===== src/rtl/parity_frame_tx_pkg.sv =====
// rtl/parity_frame_tx_pkg.sv - shared FSM encodings and elaboration helpers for parity_frame_tx
package parity_frame_tx_pkg;

   localparam logic [2:0] ST_IDLE   = 3'd0;
   localparam logic [2:0] ST_START  = 3'd1;
   localparam logic [2:0] ST_DATA   = 3'd2;
   localparam logic [2:0] ST_PARITY = 3'd3;
   localparam logic [2:0] ST_STOP   = 3'd4;

   function automatic bit stop_bits_legal(input int n);
      return (n == 1) || (n == 2);
   endfunction

   // ceil(log2(n)) but never below 1, so degenerate counters still get a bit
   function automatic int clog2_min1(input int n);
      int w;
      w = 0;
      while ((1 << w) < n) w++;
      return (w < 1) ? 1 : w;
   endfunction

endpackage


===== src/rtl/parity_frame_tx_tick.sv =====
// rtl/parity_frame_tx_tick.sv - bit-period timer; tick marks the last clk of each serial bit
module bit_tick_gen
   import parity_frame_tx_pkg::*;
#(
   parameter int BIT_CYCLES = 4
) (
   input  logic clk,
   input  logic rst,
   input  logic en,
   output logic tick
);

   localparam int            TW   = clog2_min1(BIT_CYCLES);
   localparam logic [TW-1:0] LAST = TW'(BIT_CYCLES - 1);

   logic [TW-1:0] timer_q, timer_d;

   always_comb begin
      timer_d = '0;
      if (en && (timer_q != LAST)) timer_d = timer_q + 1'b1;
   end

   assign tick = en && (timer_q == LAST);

   always_ff @(posedge clk) begin
      if (rst) timer_q <= '0;
      else     timer_q <= timer_d;
   end

endmodule


===== src/rtl/parity_frame_tx.sv =====
// rtl/parity_frame_tx.sv - framed serialiser: start, data LSB-first, supplied parity, stop bits
module parity_frame_tx
   import parity_frame_tx_pkg::*;
#(
   parameter int WIDTH      = 10,
   parameter int BIT_CYCLES = 4,
   parameter int STOP_BITS  = 1,
   parameter int PARITY_ODD = 0
) (
   input  logic             clk,
   input  logic             rst,
   input  logic [WIDTH-1:0] stream,
   input  logic             parity,
   input  logic             valid,
   output logic             ready,
   output logic             tx,
   output logic             busy,
   output logic             par_err
);

   localparam int            IW        = clog2_min1(WIDTH + 1);
   localparam logic [IW-1:0] IDX_LAST  = IW'(WIDTH - 1);
   localparam logic          STOP_LAST = 1'(STOP_BITS - 1);
   localparam logic          ODD       = (PARITY_ODD != 0);

   generate
      if (!stop_bits_legal(STOP_BITS)) begin : g_stop_bits_check
         $error("parity_frame_tx: STOP_BITS must be 1 or 2");
      end
   endgenerate

   logic [2:0]       state_q, state_d;
   logic [WIDTH-1:0] shift_q, shift_d;
   logic [WIDTH-1:0] shifted;
   logic [IW-1:0]    idx_q, idx_d;
   logic             par_q, par_d;
   logic             stop_q, stop_d;
   logic             tx_q, tx_d;
   logic             busy_q, busy_d;
   logic             par_err_q, par_err_d;
   logic             accept;
   logic             tick_en;
   logic             tick;

   assign ready   = (state_q == ST_IDLE) && !rst;
   assign accept  = valid && ready;
   assign tick_en = (state_q != ST_IDLE);

   bit_tick_gen #(.BIT_CYCLES(BIT_CYCLES)) u_tick (
      .clk  (clk),
      .rst  (rst),
      .en   (tick_en),
      .tick (tick)
   );

   // tx_d always carries the level of the bit that starts on the coming edge
   always_comb begin
      state_d   = state_q;
      shift_d   = shift_q;
      idx_d     = idx_q;
      par_d     = par_q;
      stop_d    = stop_q;
      tx_d      = tx_q;
      busy_d    = busy_q;
      par_err_d = 1'b0;
      shifted   = shift_q >> 1;
      case (state_q)
         ST_IDLE: begin
            if (accept) begin
               state_d   = ST_START;
               shift_d   = stream;
               par_d     = parity;
               tx_d      = 1'b0;
               busy_d    = 1'b1;
               par_err_d = (parity != ((^stream) ^ ODD));
            end
         end
         ST_START: begin
            if (tick) begin
               state_d = ST_DATA;
               idx_d   = '0;
               tx_d    = shift_q[0];
            end
         end
         ST_DATA: begin
            if (tick) begin
               if (idx_q == IDX_LAST) begin
                  state_d = ST_PARITY;
                  idx_d   = '0;
                  tx_d    = par_q;
               end else begin
                  shift_d = shifted;
                  idx_d   = idx_q + 1'b1;
                  tx_d    = shifted[0];
               end
            end
         end
         ST_PARITY: begin
            if (tick) begin
               state_d = ST_STOP;
               stop_d  = 1'b0;
               tx_d    = 1'b1;
            end
         end
         ST_STOP: begin
            if (tick) begin
               if (stop_q == STOP_LAST) begin
                  state_d = ST_IDLE;
                  stop_d  = 1'b0;
                  busy_d  = 1'b0;
               end else begin
                  stop_d = stop_q + 1'b1;
               end
            end
         end
         default: begin
            state_d = ST_IDLE;
            tx_d    = 1'b1;
            busy_d  = 1'b0;
         end
      endcase
   end

   always_ff @(posedge clk) begin
      if (rst) begin
         state_q   <= ST_IDLE;
         shift_q   <= '0;
         idx_q     <= '0;
         par_q     <= 1'b0;
         stop_q    <= 1'b0;
         tx_q      <= 1'b1;
         busy_q    <= 1'b0;
         par_err_q <= 1'b0;
      end else begin
         state_q   <= state_d;
         shift_q   <= shift_d;
         idx_q     <= idx_d;
         par_q     <= par_d;
         stop_q    <= stop_d;
         tx_q      <= tx_d;
         busy_q    <= busy_d;
         par_err_q <= par_err_d;
      end
   end

   assign tx      = tx_q;
   assign busy    = busy_q;
   assign par_err = par_err_q;

endmodule


===== config.mk =====
export PLATFORM = sky130hd
export DESIGN_NAME = parity_frame_tx
export DESIGN_NICKNAME = d
export VERILOG_FILES = /design/src/rtl/parity_frame_tx_pkg.sv /design/src/rtl/parity_frame_tx_tick.sv /design/src/rtl/parity_frame_tx.sv
export SDC_FILE = /design/constraint.sdc
export NUM_CORES = 1
export LEC_CHECK = 0
export CORE_MARGIN = 2
export CORE_UTILIZATION = 57
export CTS_CLUSTER_SIZE = 24
export DETAILED_ROUTE_END_ITERATION = 8
export PLACE_DENSITY = 0.88
export SLEW_MARGIN = 10
export SYNTH_ARGS = -nofsm -noshare
export SYNTH_HDL_FRONTEND = slang
export SYNTH_SLANG_ARGS = --single-unit

===== constraint.sdc =====
create_clock -name clk -period 4.1 [get_ports clk]
set_input_delay 0.82 -clock clk [delete_from_list [all_inputs] [get_ports clk]]
set_output_delay 0.82 -clock clk [all_outputs]
set_load 0.005 [all_outputs]

==> metrics.yaml, run 1 <==
run_status: "finished clean"
skew_ns: 0.006416
numClockSinks: 23
io_pins: 18
layout_top_cells: "dfxtp_1 (23), clkdlybuf4s50_1 (17), a21oi_1 (12), xnor2_1 (12)"
postCtsHoldBufs: 0
cp_num_buf_inv: 3
final_util_pct: 66.90
cts_tree: "built"
routed_wl_um: 2565
syn_inst: 135
reg2reg_depth: 4
dr.max_layer_used: "met4"
dp_hpwl_um: 1824
min_path_cells: 1
met3WireLength_um: 104
finalPower_mw: 0.4331
grtUsageMet3_pct: 2.011
crit_type: "input port to output pin"
min_to: "u_tick.timer_q[0]"
crit_cells: 4
max_cap_violations: 0
synthMuxAreaShare_pct: 7.826
grt_pass1_vias: 975
p_clk_share_pct: 24.6
finalCritPeriodShare_pct: 77.30
drcViolationCount: 0
drtIter0Drc: 13
crit_chain: "clkdlybuf4s50_1, buf_4, nor4_4, clkdlybuf4s50_1"
core_area_um2: 2170
placed_area_um2: 1425
critPathMaxFanout: 21
synth.yosys.warnings: 0
grt_antenna_before_repair: 0
fp_util_pct: 59.69
crit_path_start: "rst"
hold_start: "u_tick.timer_q[0]"
rsz0062_at_grt: "false"
synthSimpleGateAreaFrac_pct: 18.07
r2r_setup_slack_ns: 1.79
cts_resized: 0
drv_slew: 0
crit_path_end: "ready"
grt_usage_pct: 21.94
max_stage_delay_ns: 0.58
run 1: cell type report:
type	instances	area (um^2)
clock buffers	4	26.28
fillers	186	718.2
inverters	1	3.754
multi-input cells	99	748.2
flip-flops and latches	23	460.4
well taps	28	35.03
repair buffers	18	177.7
run 1: flip-flops by register name (all words and copies together) (netlist names):
name,count
state_q,3
tx,1
par_q,1
idx_q,4
u_tick.timer_q,2
shift_q,10
busy,1
par_err,1
run 1: power by group through the flow:
| stage | Combinational, mW | Clock, mW | Sequential (mW) |
|---|---|---|---|
| 2_1_floorplan | 0.0564 | 0 | 0.246 |
| 3_3_place_gp | 0.0796 | 0 | 0.248 |
| 3_5_place_dp | 0.0822 | 0 | 0.249 |
| 4_1_cts | 0.0825 | 0.111 | 0.244 |
| 5_1_grt | 0.0910 | 0.118 | 0.246 |
| 6_report | 0.0822 | 0.107 | 0.244 |
run 1: cells in the mapped netlist, types with 2 or more instances:
| cell type | n | area share (%) |
|---|---|---|
| dfxtp_1 | 23 | 36 |
| a21oi_1 | 12 | 4.6 |
| xnor2_1 | 12 | 8.1 |
| a311oi_1 | 10 | 6.8 |
| nor2_1 | 10 | 2.9 |
| mux2i_1 | 9 | 7.0 |
| clkbuf_1 | 6 | 1.7 |
| nand2_1 | 4 | 1.2 |
| nand3b_1 | 4 | 2.3 |
| o21ai_0 | 4 | 1.5 |
| buf_4 | 3 | 1.7 |
| ha_1 | 3 | 2.9 |
| nor3b_1 | 3 | 1.7 |
| nor4b_1 | 3 | 2.0 |
| a211oi_1 | 2 | 1.2 |
| buf_6 | 2 | 1.7 |
| nand2b_1 | 2 | 0.97 |
| nand3_1 | 2 | 0.77 |
| nor3_1 | 2 | 0.77 |
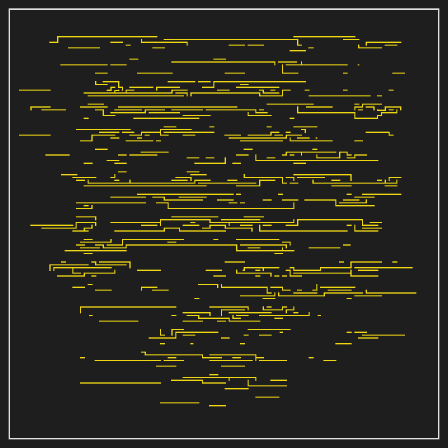
(run_1/met1.png)
main direction: horizontal
longest straight run: 16.1 um
nets with wire on the layer: 148

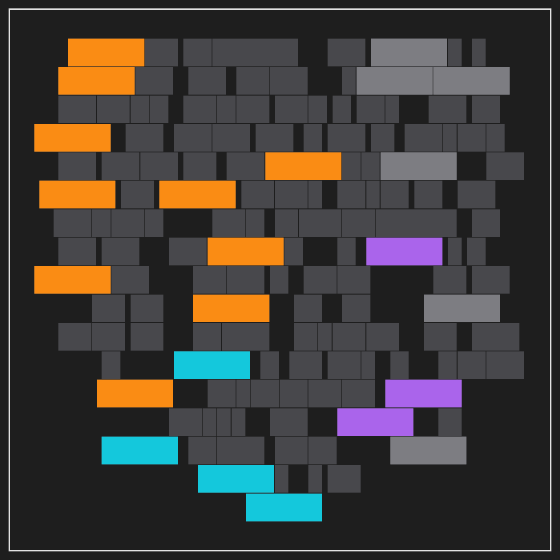
(run_1/registers.png)
Other sequential cells in the stronger grey, the rest of the logic in the fainter grey.
legend:
  purple:
    netlist_name: `state_q`
    flops: 3
  orange:
    netlist_name: `shift_q`
    flops: 10
  cyan:
    netlist_name: `idx_q`
    flops: 4
    where: south
not coloured: 6

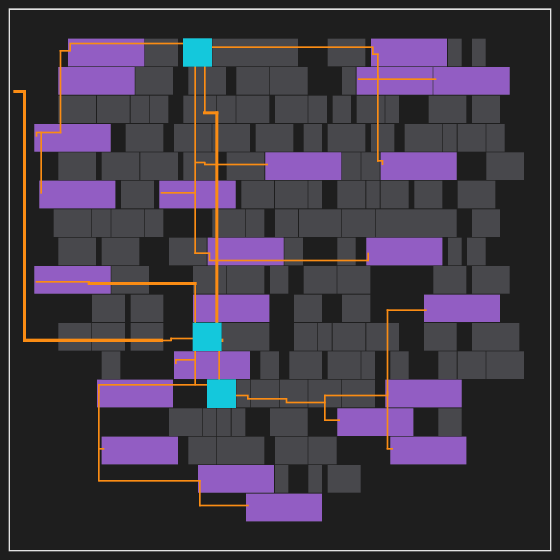
(run_1/clock_map.png)
legend:
  cyan:
    item: cells driving clock nets
    count: 3
  purple:
    item: flip-flops
    count: 23
  orange:
    item: clock wires
    length: 293 um
routed clock nets: 4
flops lie: all over the die

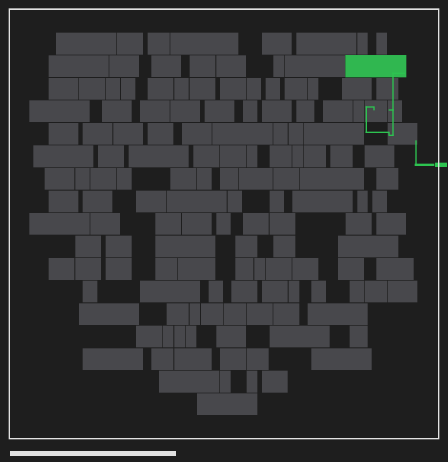
(run_1/port_nets.png)
Scale bar: 20 um.
legend:
  green:
    port: `busy`
    bits: 1
    direction: output
    end_cells: 1
    buffers: 1
    wire: 22.2 um

==> run 2, diff against run 1 <==
- CORE_ASPECT_RATIO: unset -> 2
- CORE_UTILIZATION: 57 -> 48
- PLACE_DENSITY: 0.88 -> 0.79
- clock period: 4.1 -> 2.9 ns (I/O delays scaled with it)
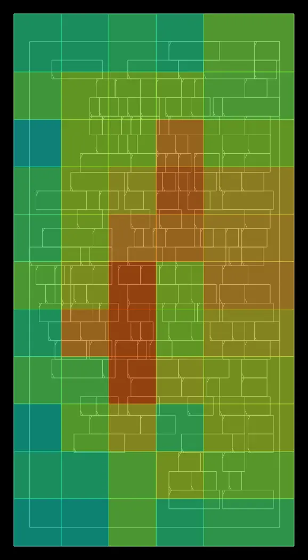
(run_2/final_congestion.png)
final core occ: 57.79%
met2 Use GR: 33.49%
GR met1 Demand/Resource: 19.34%
Wirelength per Cell: 15.39 um

==> metrics.yaml, run 2 <==
common_cells: "dfxtp_1 (23), a21oi_1 (12), xnor2_1 (12)"
grt_antenna_before_repair: 0  # unchanged
synthMuxAreaShare_pct: 7.826  # unchanged
synthArstFlopShare_pct: 0
min_period_ns: 2.354
clk_pin_slew_ns: 0.08
synth.yosys.warnings: 0  # unchanged
top_register: "shift_q"
cts_resized: 0  # unchanged
drtIter0Drc: 22  # +9
reg.largest.list: "shift_q: 10 flops, idx_q: 4 flops, state_q: 3 flops"
routed_wl_um: 2694  # +5.0%
io_pins: 18  # unchanged
skew_ns: 0.001775  # -0.004641 ns
postCtsHoldBufs: 0  # unchanged
layout_top_cells: "dfxtp_1 (23), clkdlybuf4s50_1 (17), a21oi_1 (12), xnor2_1 (12)"
synthSimpleGateAreaFrac_pct: 18.07  # unchanged
rsz0062_at_grt: "false"
core_area_um2: 2570  # +18%
top_area_share_pct: 35.56  # unchanged
max_cap_violations: 0  # unchanged
syn_inst: 135  # unchanged
drv_slew: 0  # unchanged
worst_slack_ns: 0.5460
yosysMostFrequentCell: "dfxtp_1"
fp_util_pct: 50.39  # -9.3 points
grt_pass1_vias: 986  # +1.1%
reg2reg_depth: 4  # unchanged
num-fill-cells: 241  # +30%
numClockSinks: 23  # unchanged
dp_hpwl_um: 2025  # +11%
largest_reg_flops: 10  # unchanged
setup.worst_path.start_class: "input port"
r2r_setup_slack_ns: 0.70  # -1.09 ns
synth_top_cell_by_area: "dfxtp_1"
critPathMaxFanout: 2  # -90%
ys_seq_share_pct: 35.56
setup-tns-final_ns: 0
hold_start: "u_tick.timer_q[0]"
crit_type: "input port to output pin"
finalCritPeriodShare_pct: 81.17
placed_area_um2: 1440  # +1.1%
cts_tree: "built"
grt_usage_pct: 18.91  # -3.0 points
finalPower_mw: 0.6611  # +53%
topCellsByArea: "dfxtp_1 (36%), xnor2_1 (8.1%), mux2i_1 (7.0%), a311oi_1 (6.8%), a21oi_1 (4.6%)"
run_status: "finished clean"
min_path_cells: 1  # unchanged
-- run 2: where the power goes --
group          internal, mW  switching [mW]
sequential            0.333          0.0123
clock                0.0980          0.0992
combinational        0.0712          0.0476
-- run 2: metrics by stage --
step / util [%] / hold slack, ns / cells
2_1_floorplan: - / 0.4072 / 135
3_3_place_gp: 56.04 / 0.4148 / 171
3_5_place_dp: 56.04 / 0.4383 / 171
4_1_cts: 57.79 / 0.4477 / 175
5_1_grt: 57.79 / 0.4601 / 175
6_report: 57.79 / 0.4477 / 175
-- run 2: per-layer routing --
metal	routed length, um	part of all wire (%)	up-vias	GRT usage, %
met5	0	0	-	0
met4	77	2.9	0	10.00
met3	56	2.1	8	2.000
met2	1510	56	24	33.49
met1	1050	39	501	19.34
li1	-	-	519	-
-- run 2: how the worst max path moves through the flow --
| stage | from | to | slack, ns | cells after the start |
|---|---|---|---|---|
| after floorplan | rst | shift_q[5] | 1.25 | 6 |
| after detailed placement | rst | shift_q[1] | 0.47 | 6 |
| after global placement | rst | ready | 0.54 | 3 |
| final | rst | ready | 0.55 | 3 |
| after global routing | rst | ready | 0.47 | 3 |
| after CTS | rst | ready | 0.55 | 3 |
-- run 2: cells by family after synthesis --
logic type / after synthesis
buffers and inverters: 13
DFF: 23
and+or+nand+nor: 37
adders and majority gates: 3
xor gates and xnor gates: 14
muxes: 10
AOI/OAI and AO/OA: 35
-- run 2: worst max-delay path, stage by stage --
cell	delay [ns]
clkdlybuf4s50_1	0.46
nor4_4	0.16
clkdlybuf4s50_1	0.57
-- run 2: final cells by class --
type	count	area [um^2]	area share, %
Sequential cell	23	460.4	31.00
Clock buffer	4	45.04	3.033
Inverter	1	3.754	0.2527
Timing Repair Buffer	20	192.7	12.97
Multi-Input combinational cell	99	748.2	50.38
Tap cell	28	35.03	2.359
Power and IR drop assume default switching activity.
